### config.mk
export PLATFORM = sky130hd
export DESIGN_NAME = match_word_serializer
export DESIGN_NICKNAME = d
export VERILOG_FILES = /design/src/rtl/match_word_serializer_pkg.sv /design/src/rtl/match_word_serializer_arb.sv /design/src/rtl/match_word_serializer.sv
export SDC_FILE = /design/constraint.sdc
export NUM_CORES = 1
export LEC_CHECK = 0
export ABC_AREA = 1
export CAP_MARGIN = 0
export CORE_MARGIN = 2
export CORE_UTILIZATION = 35
export CTS_CLUSTER_SIZE = 28
export DETAILED_ROUTE_END_ITERATION = 8
export SYNTH_ARGS = -nofsm -noshare
export SYNTH_HDL_FRONTEND = slang
export SYNTH_SLANG_ARGS = --single-unit
### constraint.sdc
create_clock -name clk_i -period 3.95 [get_ports clk_i]
set_clock_uncertainty 0.15 [all_clocks]
set_input_delay 0.79 -clock clk_i [delete_from_list [all_inputs] [get_ports clk_i]]
set_output_delay 0.79 -clock clk_i [all_outputs]
set_load 0.05 [all_outputs]
### src/rtl/match_word_serializer_pkg.sv
// Shared constants and record type for the match word serializer.
// The record type describes one emitted match beat at default widths.
package match_word_serializer_pkg;

    localparam int REQ_NUM_DEF   = 8;
    localparam int ID_W_DEF      = 16;
    localparam int POS_W_DEF     = 32;
    localparam int REQ_NUM_W_DEF = (REQ_NUM_DEF == 1) ? 1 : $clog2(REQ_NUM_DEF);
    localparam int MATCH_CNT_W   = 32;

    typedef struct packed {
        logic [REQ_NUM_W_DEF-1:0] engine;
        logic [ID_W_DEF-1:0]      id;
        logic [POS_W_DEF-1:0]     pos;
        logic                     last;
    } match_rec_t;

endpackage

### src/rtl/match_word_serializer_arb.sv
// Fixed-priority arbiter over a match word: lowest set lane wins.
// Gives both the one-hot grant and its binary index.
module one_hot_word_arb #(
    parameter int REQ_NUM   = 8,
    parameter int REQ_NUM_W = (REQ_NUM == 1) ? 1 : $clog2(REQ_NUM)
) (
    input  logic [REQ_NUM-1:0]   req_i,
    output logic [REQ_NUM-1:0]   gnt_o,
    output logic [REQ_NUM_W-1:0] idx_o
);

    assign gnt_o = req_i & (~req_i + REQ_NUM'(1));

    // Scan from the top so the lowest set lane is written last.
    always_comb begin
        idx_o = '0;
        for (int i = REQ_NUM - 1; i >= 0; i--) begin
            if (req_i[i]) idx_o = REQ_NUM_W'(i);
        end
    end

endmodule

### src/rtl/match_word_serializer.sv
// Captures one word of per-engine matches and streams them out one per
// cycle, lowest engine first, refilling in the cycle of the last beat.
module match_word_serializer
    import match_word_serializer_pkg::*;
#(
    parameter int REQ_NUM   = REQ_NUM_DEF,
    parameter int ID_W      = ID_W_DEF,
    parameter int POS_W     = POS_W_DEF,
    parameter int REQ_NUM_W = (REQ_NUM == 1) ? 1 : $clog2(REQ_NUM)
) (
    input  logic                    clk_i,
    input  logic                    rst_n_i,
    input  logic                    word_valid_i,
    output logic                    word_ready_o,
    input  logic [REQ_NUM-1:0]      match_valid_i,
    input  logic [REQ_NUM*ID_W-1:0] match_id_i,
    input  logic [POS_W-1:0]        word_pos_i,
    output logic                    out_valid_o,
    input  logic                    out_ready_i,
    output logic [REQ_NUM_W-1:0]    out_engine_o,
    output logic [ID_W-1:0]         out_id_o,
    output logic [POS_W-1:0]        out_pos_o,
    output logic                    out_last_o,
    output logic [MATCH_CNT_W-1:0]  match_cnt_o
);

    localparam logic [REQ_NUM-1:0] ONE = REQ_NUM'(1);

    logic [REQ_NUM-1:0]     pending_q;
    logic [REQ_NUM-1:0]     pending_d;
    logic [REQ_NUM-1:0]     gnt;
    logic [ID_W-1:0]        ids_q [REQ_NUM];
    logic [POS_W-1:0]       pos_q;
    logic [MATCH_CNT_W-1:0] cnt_q;
    logic [MATCH_CNT_W-1:0] cnt_d;
    logic                   hs;
    logic                   accept;

    one_hot_word_arb #(
        .REQ_NUM   (REQ_NUM),
        .REQ_NUM_W (REQ_NUM_W)
    ) u_arb (
        .req_i (pending_q),
        .gnt_o (gnt),
        .idx_o (out_engine_o)
    );

    assign out_valid_o  = |pending_q;
    assign out_last_o   = out_valid_o && ((pending_q & (pending_q - ONE)) == '0);
    assign out_id_o     = ids_q[out_engine_o];
    assign out_pos_o    = pos_q;
    assign match_cnt_o  = cnt_q;

    assign hs           = out_valid_o && out_ready_i;
    assign word_ready_o = (pending_q == '0) || (hs && out_last_o);
    assign accept       = word_valid_i && word_ready_o;

    // A new word overwrites the mask even when the last beat clears a bit.
    always_comb begin
        pending_d = pending_q;
        if (accept) begin
            pending_d = match_valid_i;
        end else if (hs) begin
            pending_d = pending_q & ~gnt;
        end
    end

    always_comb begin
        cnt_d = cnt_q;
        if (hs && (cnt_q != '1)) cnt_d = cnt_q + MATCH_CNT_W'(1);
    end

    always_ff @(posedge clk_i or negedge rst_n_i) begin
        if (!rst_n_i) begin
            pending_q <= '0;
            pos_q     <= '0;
            cnt_q     <= '0;
            for (int i = 0; i < REQ_NUM; i++) ids_q[i] <= '0;
        end else begin
            pending_q <= pending_d;
            cnt_q     <= cnt_d;
            if (accept) begin
                pos_q <= word_pos_i;
                for (int i = 0; i < REQ_NUM; i++) begin
                    ids_q[i] <= match_id_i[i*ID_W +: ID_W];
                end
            end
        end
    end

endmodule
### Metal 4, run 1

Scale bar: 50 µm. Supply wires on this layer in grey. Cells faint in the background.
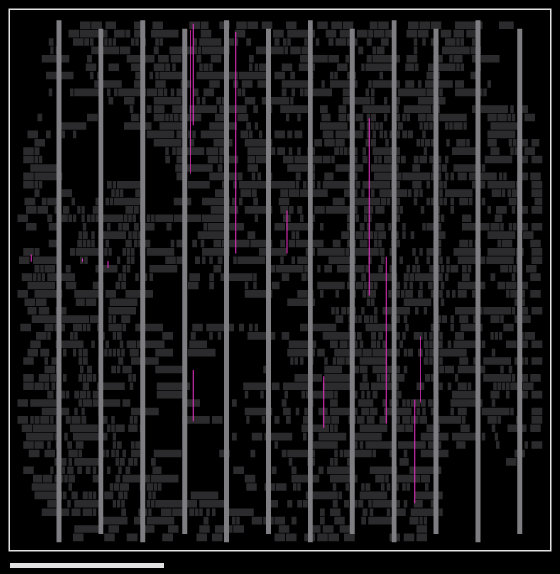
share of all routed wire	1.1%
longest straight run	71.4 µm

### Signal wires on met1, run 1

Supply wires on this layer in grey.
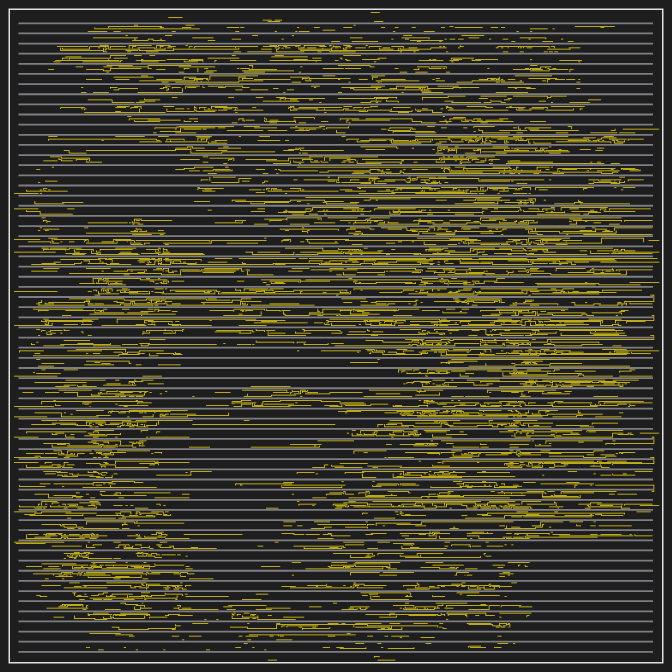
wire length on this layer	15,100 µm
main direction	horizontal
longest straight run	52.4 µm
share of all routed wire	46%
nets with wire on the layer	1,508

### Cells coloured by class, run 1

Scale bar: 50 µm. Fill, decap, tap and diode cells in grey.
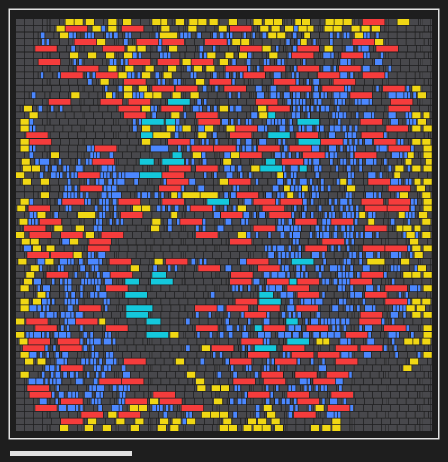
class	colour	cells	share of their area
remaining buffers and delay cells	yellow	273	21%
clock drivers and dummy loads	cyan	32	4.8%
registers	red	200	38%
remaining logic cells	blue	1,012	37%

### Placement density heat map, run 1

The die is cut into 17 by 17 equal tiles; white is low, dark blue is high, 0 to 100% covered.
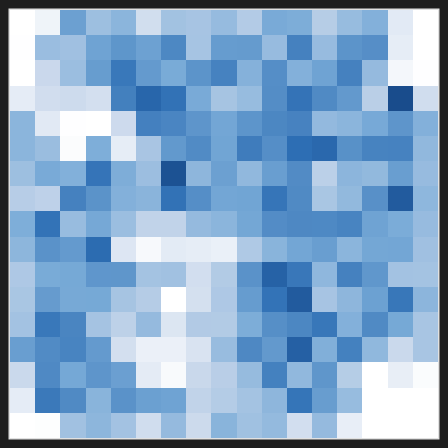
mean over tiles	43%
tiles over 75% full	3.5%
fullest tile	89%

==> flow_summary.json, run 1 <==
{
  "outcome": "complete, no violations",
  "fin_crit_ps": 3670,
  "finalCritPeriodShare": 0.929,
  "viasPerCell": 4.84,
  "layout-drive-gt1-share": 0.0929,
  "met2_length_um": 15300,
  "drcViolationCount": 0,
  "area_growth_pct": 34.2,
  "dr.max_layer_used": "met5",
  "worst_slew_margin_rel": 0.330,
  "drt_pass1_iterations": 5,
  "dp_hpwl_um": 23200,
  "cap_viol_max_count": 0,
  "slew_viol_final": 0,
  "final_util": 0.478,
  "cts_buffer_depth": 2,
  "ff2ff_setup_slack_ps": 950,
  "crit_arrival_ps": 2730,
  "grt_overflow": 0,
  "worst_setup_path_start_kind": "flop",
  "post_drt_wl_per_cell_um": 17.1,
  "yosysTopAreaCell": "dfrtp_1",
  "post-cts-setup-buffer-count": 0,
  "fp_nets": 1463,
  "ir_drop_mv": 0.574,
  "track_usage": 0.213,
  "tns_ps": 0,
  "reg2reg_depth": 8,
  "wl_met1_um": 15100,
  "cts.sinks": 200,
  "seq_power_share": 0.256,
  "synth_cells": 1290,
  "worstSetupEndpointType": "output pin",
  "p_sw_frac": 0.517,
  "fp_util": 0.356,
  "ys_chip_area_um2": 10200,
  "hold_buffers": 0,
  "netlist_area_um2": 10200,
  "cts.clk_slew.worst_paths_ps": 80,
  "r2r-end": "ids_q[42]",
  "place_congestion": 0.843,
  "die_x_um": 175,
  "fillers": 2881,
  "via_count": 9222,
  "topCellsByArea": "dfrtp_1, nand2_1, nand3_1",
  "cts_tree": "yes",
  "h-tree-depth": 4,
  "io_buffer_count": 257,
  "ys.flops": 200,
  "cp-startpoint": "pending_q[6]",
  "path_class": "reg -> out",
  "pre_cts_ws_ps": 734,
  "ys_warn_count": 0,
  "worst-path-max-fanout": 32,
  "p_int_mw": 6.22,
  "yosysUniqueCellTypes": 28,
  "rows": 62,
  "grt_antenna_before_repair": 6,
  "fin_nets": 1677,
  "p_per_area_nw_per_um2": 938,
  "rsz0062_at_grt": "false",
  "die_y_um": 175,
  "max_freq_ghz": 0.273,
  "setup_ws_ps": 281,
  "synth.avg_cell_area_um2": 7.93,
  "required_ps": 3010,
  "grt_max_degree": 106,
  "grt_pass1_vias": 9213,
  "cts_buffers": 17,
  "finalHoldViolations": 0,
  "setup_viol": 0,
  "ys_seq_share": 0.489
}
## run 1: Yosys cell counts (all sizes together)
| master | number |
|---|---|
| dfrtp | 200 |
| and3 | 1 |
| nand3b | 64 |
| clkbuf | 39 |
| nor4 | 2 |
| nor3b | 1 |
| ha | 1 |
| xor2 | 20 |
| o21bai | 1 |
| nand2 | 428 |
| buf | 39 |
| inv | 101 |
| nor2 | 99 |
| nor3 | 18 |
| nand3 | 181 |
| xnor2 | 10 |
| o21ai | 7 |
| nand4 | 9 |
| a21oi | 69 |
## run 1: final cells by class
class,instances,area (µm²),area share
Sequential cell,200,5000,0.365
Multi-Input combinational cell,911,4490,0.327
Timing Repair Buffer,273,2730,0.199
Tap cell,384,480,0.0350
Clock buffer,19,453,0.0330
Inverter,101,379,0.0276
Clock inverter,13,180,0.0131
Antenna cell,3,7.51,0.000547
## run 1: per-layer routing
layer,up-vias,track usage
met1,4411,0.299
met2,243,0.340
met4,4,0.0479
met5,-,0
met3,24,0.0429
li1,4540,-
## run 1: registers in the layout, indices dropped and copies added (netlist names)
register / flops
pending_q: 8
out_pos_o: 32
ids_q: 128
match_cnt_o: 32
## run 1: cell usage in the layout (no fill, tap or decap), types with 9 or more instances in the layout
cell type,count
nand2_1,423
clkdlybuf4s50_1,238
dfrtp_1,200
nand3_1,181
inv_1,99
nor2_1,96
nand3b_1,64
a21oi_2,63
buf_4,28
xor2_1,20
nor3_1,18
clkbuf_16,17
xnor2_1,10
nand4_1,9
## run 1: power by group through the flow
stage / clock [mW] / sequential, mW / combinational, mW
2_1_floorplan: 0 / 3.88 / 4.77
3_3_place_gp: 0 / 3.30 / 7.67
3_5_place_dp: 0 / 3.33 / 7.71
4_1_cts: 1.90 / 3.30 / 7.73
5_1_grt: 1.99 / 3.40 / 8.35
6_report: 1.86 / 3.30 / 7.71
## run 1: kinds of logic after synthesis
| logic type | Yosys count | share of synthesized area |
|---|---|---|
| simple gates | 803 | 0.348 |
| flops | 200 | 0.489 |
| buf+inv | 179 | 0.0746 |
| compound gates | 77 | 0.0611 |
| xor+xnor | 30 | 0.0257 |
| fa+ha+maj | 1 | 0.00122 |
## run 1: worst max-delay path, stage by stage (launching register included)
cell and delay [ps]:
dfrtp_1 430, o21ai_0 310, a21oi_4 120, inv_1 750, nand3_1 160, nand2_1 100, nand2_1 100, nand2_1 110
buf_4 200
## run 1: per-stage QoR
stage          std cells  cell area (µm²)  power, mW  hold WS (ps)
6_report            1904            13700       12.9           269
3_3_place_gp        1869            13100       11.0           295
5_1_grt             1901            13700       13.7           314
3_5_place_dp        1869            13100       11.0           301
2_1_floorplan       1290            10200       8.65           283
4_1_cts             1901            13700       12.9           311
## run 1: how the worst max path moves through the flow
stage                   endpoint  depth (start not counted)
detailed placement  out_id_o[10]                          8
global placement       ids_q[42]                          6
global route        out_id_o[10]                          8
CTS                 out_id_o[10]                          8
floorplan           out_id_o[10]                          6
finish              out_id_o[10]                          8
==> run 2: changes to the inputs <==
CORE_MARGIN = 4   (was 2)
### Metal 4, run 2

Scale bar: 50 µm. Supply wires on this layer in grey. Cells faint in the background.
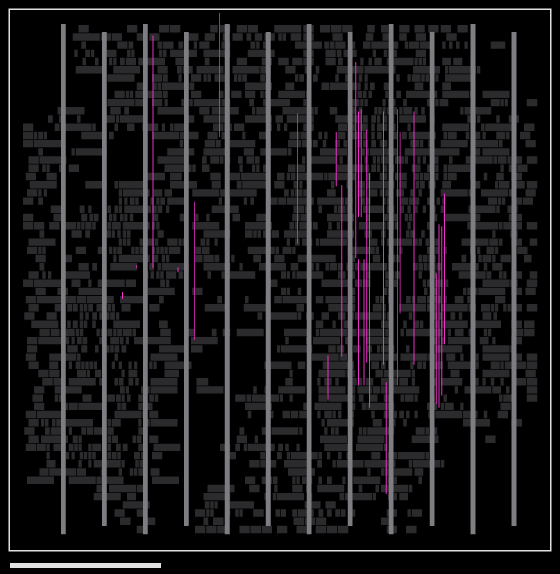
share of all routed wire	3.7%
nets with wire on the layer	20
longest straight run	91.1 µm
wire length on this layer	1,230 µm
main direction	vertical

==> run 2 against run 1 <==
Net effect: global-route usage down 0.65 points; first-iteration DRC count down 1.5%; sequential power about the same; maximum frequency about the same; critical endpoint is now out_id_o[7]; setup slack about the same; routed wire length up 3.6%; register-to-register slack better by 20 ps; critical path depth up 4.
==> flow_summary.json, run 2 <==
{
  "xor_share": 0.0257,
  "drcViolationCount": 0,
  "ys_warn_count": 0,
  "grt_overflow": 0,
  "outcome": "complete, no violations",
  "worst_setup_path_start_kind": "flop",
  "cts_tree": "yes",
  "ys_sh_simple": 0.348,
  "io_buffer_count": 257,
  "top_cells_by_count": "nand2_1, dfrtp_1, nand3_1, inv_1, nor2_1",
  "cts_buffer_depth": 2,
  "finalCritPeriodShare": 0.929,
  "fin_crit_ps": 3670,
  "ys_chip_area_um2": 10200,
  "topCellsByArea": "dfrtp_1, nand2_1, nand3_1",
  "rows": 62,
  "yosysMostFrequentCell": "nand2_1",
  "ir_drop_mv": 0.545,
  "grt_pass1_vias": 8980,
  "dp_hpwl_um": 24600,
  "p_sw_frac": 0.518,
  "viasPerCell": 4.83,
  "cap_viol_max_count": 0,
  "grt_antenna_before_repair": 5,
  "fp_util": 0.355,
  "crit_chain": "inv_1, a21oi_1, o21bai_1, nand2_1, nand2_2, buf_4, nand3b_1, nand3_1, nand2_1, nand2_1, nand2_1, buf_4",
  "yosysUniqueCellTypes": 28,
  "crit_arrival_ps": 2730,
  "largest_register_ffs": 128,
  "lay_top_count": "nand2_1",
  "ys_seq_share": 0.489,
  "ys.flops": 200,
  "via_count": 9202,
  "slew_viol_final": 0,
  "hold_buffers": 0,
  "seq_power_share": 0.256,
  "die_x_um": 179,
  "cts.clk_slew.worst_paths_ps": 80,
  "die_y_um": 179,
  "place_congestion": 0.926,
  "p_per_area_nw_per_um2": 938,
  "adder_share": 0.00122,
  "synth_cells": 1290,
  "regMostFlops": "ids_q",
  "area_growth_pct": 34.0,
  "totalPowerFinal_mw": 12.9,
  "ys_sh_mux": 0,
  "max_freq_ghz": 0.273,
  "worst-path-max-fanout": 64,
  "finalHoldViolations": 0,
  "layout-drive-gt1-share": 0.0960,
  "worst_path_most_repeated_cell": "nand2_1",
  "async_flop_share": 1.00,
  "drt_pass1_iterations": 5,
  "edf_count": 0,
  "cts_buffers": 17,
  "core_um2": 28800,
  "p_int_mw": 6.19,
  "top_logic_kind": "simple AND/OR/NAND/NOR gates",
  "worst_path_largest_cell_delay_ps": 540,
  "fin_nets": 1682,
  "h-tree-depth": 4,
  "tns_ps": 0,
  "yosysTopAreaCell": "dfrtp_1",
  "worst_slew_margin_rel": 0.441,
  "cts.sinks": 200,
  "grt_max_degree": 80,
  "critPathSlowestCell": "buf_4",
  "required_ps": 3010,
  "netlist_area_um2": 10200,
  "synth.avg_cell_area_um2": 7.93
}
### Routing congestion map, run 2

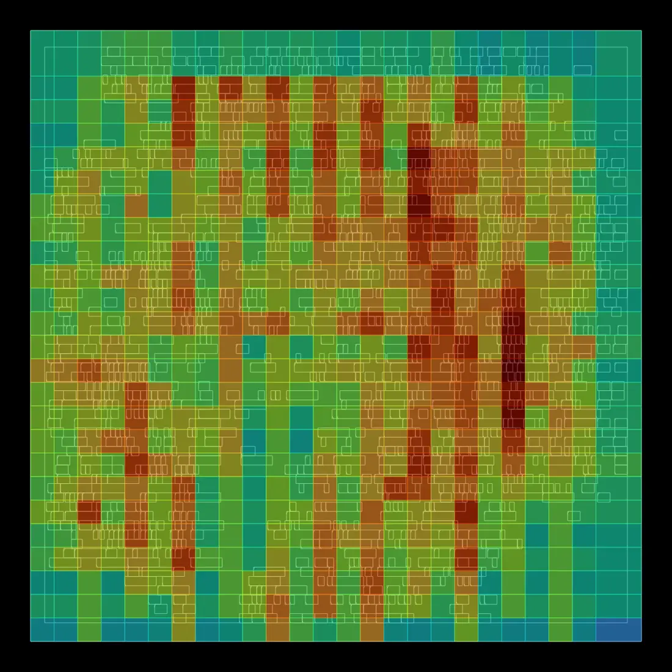
grt met2 use: 0.318
WL/cell: 17.7 µm
fin util: 0.476
met3 Track Usage GR: 0.0420
gr usage total: 0.206

## run 2: netlist changes by cell type in the layout (fill, tap and decap cells not counted), sizes merged
cell | before | now
diode | 3 | 2
clkinvlp | 0 | 3
clkbuf | 20 | 21
clkdlybuf4s50 | 238 | 237
clkinv | 7 | 2
inv | 106 | 108
bufinv | 1 | 0
buf | 34 | 39
## run 2: worst paths after layout
kind,to,from,slack (ps),depth (start not counted)
worst max-delay path,out_id_o[7],pending_q[6],280,12
worst min-delay path,ids_q[118],rst_n_i,230,1
worst max register to register,ids_q[120],pending_q[3],970,11
worst min register to register,ids_q[66],ids_q[66],310,2
max in group asynchronous,ids_q[73],rst_n_i,2570,2
min in group clk_i,ids_q[66],ids_q[66],310,2
## run 2: through the flow
stage	instances	area [µm²]	hold slack (ps)	util	setup slack (ps)
finish	1907	13700	233	0.476	281
global route	1906	13700	266	0.476	42.4
CTS	1901	13700	255	0.475	144
detailed placement	1870	13100	300	0.455	645
global placement	1870	13100	295	0.455	749
floorplan	1290	10200	283	-	967
## run 2: worst max-delay path: cells and delay by family (launching register included)
family / cells / cell delay (ps)
AOI/OAI and AO/OA: 2 / 180
buffers and inverters: 3 / 810
DFF: 1 / 440
and+or+nand+nor: 7 / 850
## run 2: cell type report
type	instances	area (µm²)
Antenna cell	2	5.00
Timing Repair Buffer	277	2770
Fill cell	2858	15100
Inverter	101	383
Multi-Input combinational cell	911	4490
Clock buffer	20	457
Tap cell	384	480
Timing Repair inverter	1	7.51
Clock inverter	11	103
Sequential cell	200	5000
## run 2: cells by family after synthesis
kind of cell / after synthesis
xor+xnor: 30
compound gates: 77
flops: 200
buf+inv: 179
fa+ha+maj: 1
simple gates: 803
## run 2: power groups by stage
stage | combinational, mW | clock (mW) | sequential [mW]
global placement | 7.75 | 0 | 3.31
detailed placement | 7.78 | 0 | 3.33
finish | 7.85 | 1.71 | 3.30
global route | 8.48 | 1.84 | 3.39
floorplan | 4.77 | 0 | 3.88
CTS | 7.81 | 1.76 | 3.29
## run 2: routing by layer
metal | vias up | global-route usage | routed length, µm
li1 | 4544 | - | -
met1 | 4314 | 0.283 | 14900
met2 | 278 | 0.318 | 15400
met3 | 58 | 0.0420 | 2120
met4 | 8 | 0.0879 | 1230
met5 | - | 0 | 52
## run 2: what timing repair did
item / CTS / global route
resized: 0 / 2
endpoints found under the setup margin: 0 / 16
setup buffers: 0 / 3
hold endpoints to repair: 0 / 0
==> run 3: changes to the inputs <==
CORE_UTILIZATION = 54   (was 35)
PLACE_DENSITY = 0.87   (was unset)
### Routing congestion map, run 3

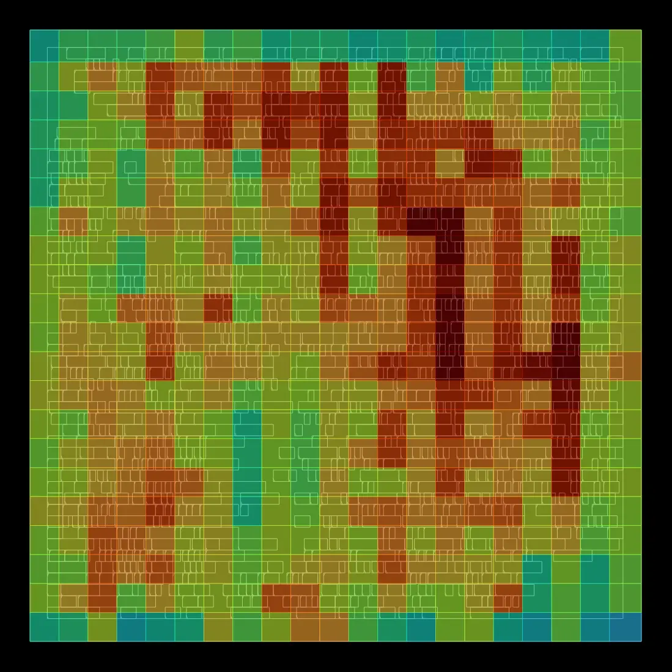
grt met2 use: 0.445
GR peak layer: met2
WL/cell: 17.9 µm

==> run 3 against run 2 <==
Net effect: sequential cell count did not move; design area fell by 1.3%; via count rose by 5.0%; clock power rose by 8%; routed wire length fell by 7.0%; non-clock buffer count fell by 5; critical path type unchanged; largest cell class unchanged.
==> flow_summary.json, run 3 <==
{
  "outcome": "complete, no violations",
  "fp_util": 0.548,
  "fin_crit_ps": 3770,
  "yosysMostFrequentCell": "nand2_1",
  "fin_nets": 1676,
  "top_cells_by_count": "nand2_1, dfrtp_1, nand3_1, inv_1, nor2_1",
  "h-tree-depth": 4,
  "via_count": 9664,
  "regMostFlops": "ids_q",
  "async_flop_share": 1.00,
  "yosysUniqueCellTypes": 28,
  "p_per_area_nw_per_um2": 960,
  "grt_pass1_vias": 9452,
  "tns_ps": 0,
  "post-cts-setup-buffer-count": 0,
  "ir_drop_mv": 0.582,
  "yosysTopAreaCell": "dfrtp_1",
  "max_freq_ghz": 0.265,
  "finalCritPeriodShare": 0.955,
  "cap_viol_max_count": 0,
  "cts.clk_slew.worst_paths_ps": 70,
  "grt_antenna_before_repair": 5,
  "hold_buffers": 0,
  "p_sw_frac": 0.506,
  "netlist_area_um2": 10200,
  "worst-path-max-fanout": 32,
  "crit_arrival_ps": 2830,
  "seq_power_share": 0.253,
  "die_x_um": 146,
  "grt_overflow": 0,
  "synth_cells": 1290,
  "core_um2": 18600,
  "die_y_um": 146,
  "cts_buffers": 17,
  "dp.cells": 1718,
  "fillers": 1428,
  "area_growth_pct": 32.2,
  "rows": 50,
  "drcViolationCount": 0,
  "ys_seq_share": 0.489,
  "topCellsByArea": "dfrtp_1, nand2_1, nand3_1",
  "lay_top_count": "nand2_1",
  "cts.sinks": 200,
  "worst_slew_margin_rel": 0.304,
  "final_cells": 1752,
  "finalHoldViolations": 0,
  "dp_hpwl_um": 22600,
  "design_area_um2": 13500,
  "cts_buffer_depth": 2
}
### Placement density heat map, run 3

The die is cut into 15 by 15 equal tiles; white is low, dark blue is high, 0 to 100% covered.
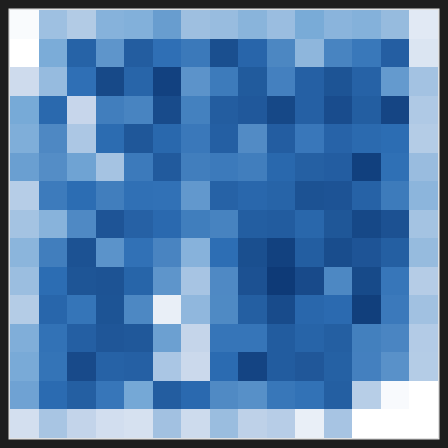
tiles over 75% full	41%
fullest tile	96%
mean over tiles	62%
nearly empty tiles	2.2%

==> run 3: power by group through the flow <==
stage | Sequential [mW] | Clock (mW) | Combinational (mW)
2_1_floorplan | 3.88 | 0 | 4.77
3_3_place_gp | 3.27 | 0 | 7.66
3_5_place_dp | 3.31 | 0 | 7.76
4_1_cts | 3.28 | 1.86 | 7.80
5_1_grt | 3.38 | 1.96 | 8.44
6_report | 3.28 | 1.84 | 7.87
==> run 3: metrics by stage <==
stage | power (mW) | worst slack, ps | utilization
after floorplan | 8.65 | 967 | -
after detailed placement | 11.1 | 604 | 0.691
after CTS | 12.9 | 139 | 0.725
after global placement | 10.9 | 660 | 0.691
final | 13.0 | 178 | 0.725
after global routing | 13.8 | -18.1 | 0.725
==> run 3: path summary, 6_finish.rpt <==
kind | startpoint | slack (ps) | cells after the start | endpoint
max | pending_q[4] | 180 | 10 | out_id_o[0]
min | rst_n_i | 160 | 1 | ids_q[120]
max reg2reg | pending_q[4] | 1120 | 9 | ids_q[80]
min reg2reg | ids_q[1] | 310 | 2 | ids_q[1]
max in group asynchronous | rst_n_i | 2460 | 2 | ids_q[0]
min in group clk_i | ids_q[1] | 310 | 2 | ids_q[1]
==> run 3: cell type report <==
type	count	area, µm²	share of cell area
flip-flops and latches	200	5000	0.370
multi-input cells	911	4490	0.332
repair buffers	272	2730	0.202
clock buffers	20	447	0.0330
inverters	101	379	0.0280
well taps	234	293	0.0217
clock inverters	12	175	0.0130
diodes	2	5.00	0.000370
==> run 3: logic make-up after synthesis <==
kind of cell / count (synthesis) / synth area share
AOI/OAI and AO/OA: 77 / 0.0611
xor gates and xnor gates: 30 / 0.0257
adders and majority gates: 1 / 0.00122
buffers and inverters: 179 / 0.0746
DFF: 200 / 0.489
and+or+nand+nor: 803 / 0.348
==> run 3: layer usage <==
layer | wire [µm] | global-route usage
met5 | 29 | 0
met4 | 2040 | 0.176
met3 | 2930 | 0.0828
met2 | 13900 | 0.445
met1 | 12500 | 0.395
==> run 3: critical path: stages, from the launching register on <==
cell and delay [ps]:
dfrtp_1 440, nor2_2 210, o21ai_0 130, a21oi_2 200
buf_4 240, inv_1 470, nand3_1 260, nand2_1 70
nand2_1 60, nand2_1 110, buf_4 210
Power is estimated from default activity; no workload was simulated.
